==> config.mk <==
export PLATFORM = sky130hd
export DESIGN_NAME = axi_err_slave
export DESIGN_NICKNAME = d
export VERILOG_FILES = /design/src/rtl/axi_err_slave.sv
export SDC_FILE = /design/constraint.sdc
export NUM_CORES = 1
export LEC_CHECK = 0
export CAP_MARGIN = 40
export CORE_ASPECT_RATIO = 1.75
export CORE_MARGIN = 4
export CORE_UTILIZATION = 47
export DETAILED_ROUTE_END_ITERATION = 16
export PLACE_DENSITY = 0.87
export SYNTH_ARGS = -nofsm -noshare
export SYNTH_HDL_FRONTEND = slang
export SYNTH_SLANG_ARGS = --single-unit
==> constraint.sdc <==
create_clock -name clk -period 3.8 [get_ports clk]
set_input_delay 0.76 -clock clk [delete_from_list [all_inputs] [get_ports clk]]
set_output_delay 0.76 -clock clk [all_outputs]
set_load 0.01 [all_outputs]
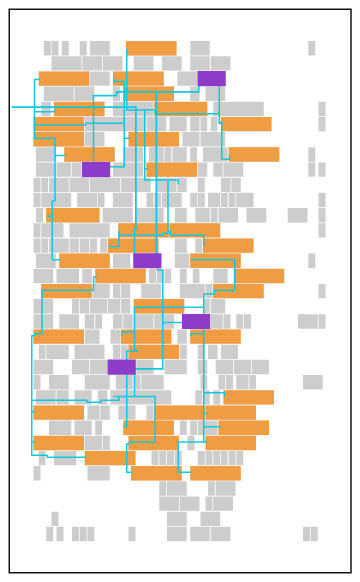
Run 1: clock distribution
legend:
  orange:
    item: flip-flops
    count: 41
  cyan:
    item: clock wires
    length: 547 um
  purple:
    item: cells driving clock nets
    count: 5
routed clock nets: 6
final worst clock skew: 0.007623 ns
clock network power: 0.420 mW
clock latency of the later-clocked register in the worst-skew pair: 0.30 ns
relative contribution of the clock network to total power: 0.455

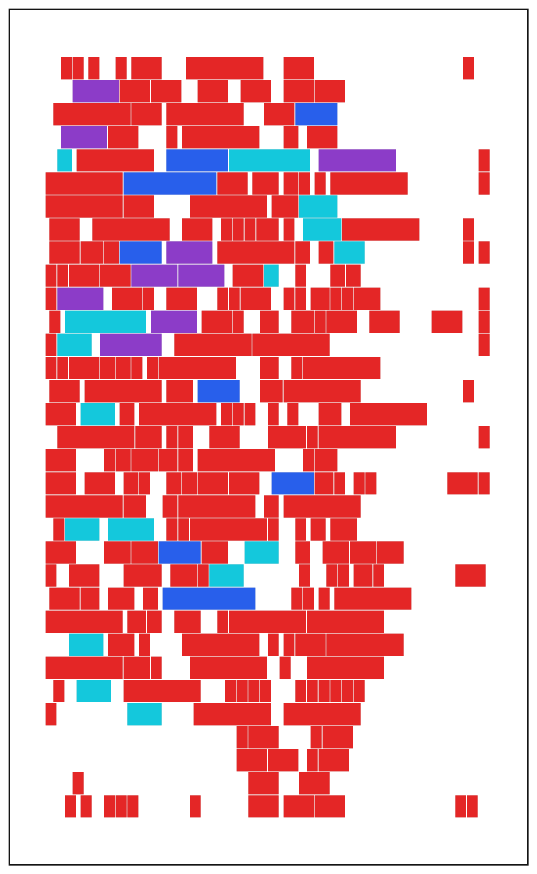
Run 1: drive-strength map
legend:
  cyan:
    size: drive 2
    cells: 16
    share: 5.7%
    most_used: mux2_2
  purple:
    size: drive 3 to 4
    cells: 9
    share: 3.2%
    most_used: mux2_4
  blue:
    size: drive 6 and up
    cells: 8
    share: 2.8%
    most_used: clkbuf_8
  red:
    size: drive 1 or less
    cells: 248
    share: 88%
    most_used: clkdlybuf4s50_1
relative area change from synthesis to final layout: 22.83%
Non-CTS buffers: 53
PnR worst setup slack: 1.604 ns
final cell area excluding filler cells: 0.002834 mm2

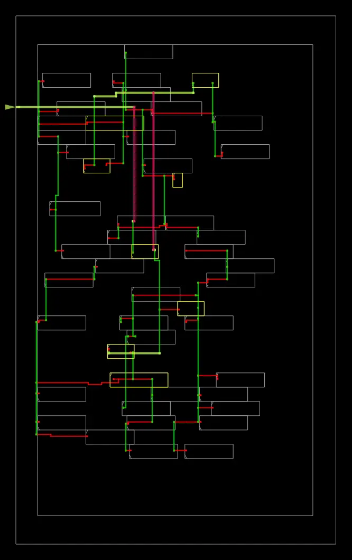
Run 1: clock nets
flip-flops: 41
number of buffers created by CTS: 5
tally of clock buffers in the finished layout: 5

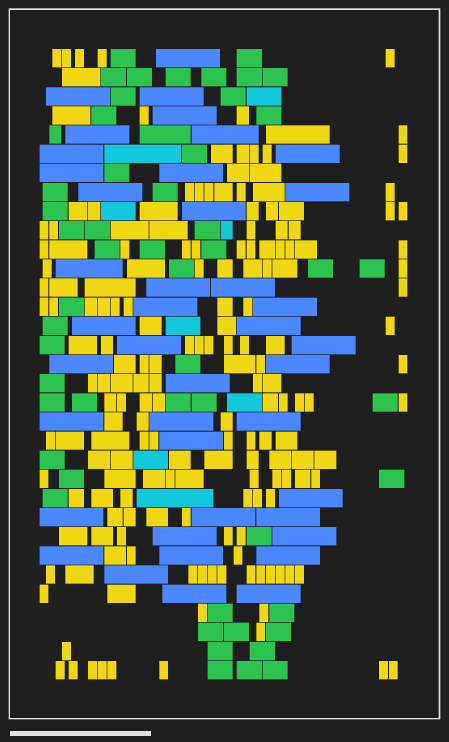
Run 1: placement by cell class
The bar under the picture is 20 um long.
legend:
  yellow:
    class: all other logic
    cells: 179
  blue:
    class: flip-flops
    cells: 41
  cyan:
    class: clock drivers and dummy loads
    cells: 8
  green:
    class: other buffers and delay cells
    cells: 53
number of placement rows: 33
sequential portion of the cell area: 0.3629
Final Core Density: 0.6021

==> report_table.html <==
<h3>Run summary</h3>
<table>
<tr><th>Metric</th><th>Value</th></tr>
<tr><th colspan="2">Routing</th></tr>
<tr><td>Drt initial violations</td><td>28</td></tr>
<tr><td>Total vias in the final route</td><td>1733</td></tr>
<tr><td>First-pass detailed-route iteration total</td><td>6</td></tr>
<tr><td>Detailed-route vias per instance</td><td>~5.2</td></tr>
<tr><td>Remaining DRCs</td><td>0</td></tr>
<tr><th colspan="2">Power and ir drop</th></tr>
<tr><td>Switching share of total power</td><td>0.2122</td></tr>
<tr><td>Leakage power total</td><td>~1.4 nW</td></tr>
<tr><td>Sequential group power</td><td>around 0.44 mW</td></tr>
<tr><th colspan="2">STA</th></tr>
<tr><td>Tightest Pin Transition</td><td>approximately 0.85 ns</td></tr>
<tr><td>Worst-case headroom to the max-slew limit</td><td>0.4349</td></tr>
<tr><td>RSZ-0062 raised after global routing</td><td>no</td></tr>
<tr><th colspan="2">Synth</th></tr>
<tr><td>Number of distinct library cells after synthesis</td><td>39</td></tr>
<tr><td>Cell types with the highest counts after synthesis</td><td>nand2_1 (49), dfrtp_1 (39), buf_4 (38), inv_1 (9)</td></tr>
<tr><th colspan="2">GRT</th></tr>
<tr><td>Largest net degree at the start of global routing</td><td>38</td></tr>
<tr><td>Wire length of the first global-routing pass</td><td>slightly above 8000 um</td></tr>
<tr><td>Initial antenna violation count</td><td>0</td></tr>
<tr><th colspan="2">Floorplan</th></tr>
<tr><td>Die area</td><td>0.006138 mm2</td></tr>
<tr><td>Die Span X</td><td>between 60 and 70 um</td></tr>
<tr><th colspan="2">Worst setup path</th></tr>
<tr><td>Depth of the worst register-to-register path</td><td>4</td></tr>
<tr><td>Required arrival time at the worst endpoint</td><td>between 3 and 4 ns</td></tr>
<tr><th colspan="2">Run</th></tr>
<tr><td>Max capacitance violation total</td><td>0</td></tr>
<tr><th colspan="2">Clocking</th></tr>
<tr><td>Sinks on the clock net</td><td>roughly 40</td></tr>
<tr><td>Clock tree buffer depth</td><td>2</td></tr>
<tr><td>Count of instances resized after the clock tree is built</td><td>0</td></tr>
<tr><th colspan="2">Outcome</th></tr>
<tr><td>Run status</td><td>finished clean</td></tr>
<tr><th colspan="2">Finish</th></tr>
<tr><td>Number of non-filler instances in the completed layout</td><td>approximately 330</td></tr>
</table>
## run 1: worst max-delay path, cell delays in order
cell             delay, ns
clkdlybuf4s50_1       0.52
nor4bb_4              0.72
nor2_1                0.16
nand2_1               0.12
o211ai_1              0.09
## run 1: layer usage
layer | track usage | wire length (um)
met1 | 0.1828 | 1752
met4 | 0.09516 | 212
met2 | 0.3215 | 2909
met5 | 0 | 0
met3 | 0.05256 | 382
## run 1: cell usage in the layout (no fill, tap or decap), drive strengths merged, types with 2 or more instances in the layout
cell type and n:
inv 9, nand4 3, nand2 49, nor3 2, conb 36, a21oi 8
dfstp 2, o21ai 8, nand4b 2, a22o 4, xor2 2, nand3 5
xnor2 8, clkdlybuf4s50 51, nor2 6, buf 2, mux2 13, bufinv 2
o211ai 5, ha 2, clkbuf 5, dfrtp 39, nor4 4
Power is estimated from default activity; no workload was simulated.
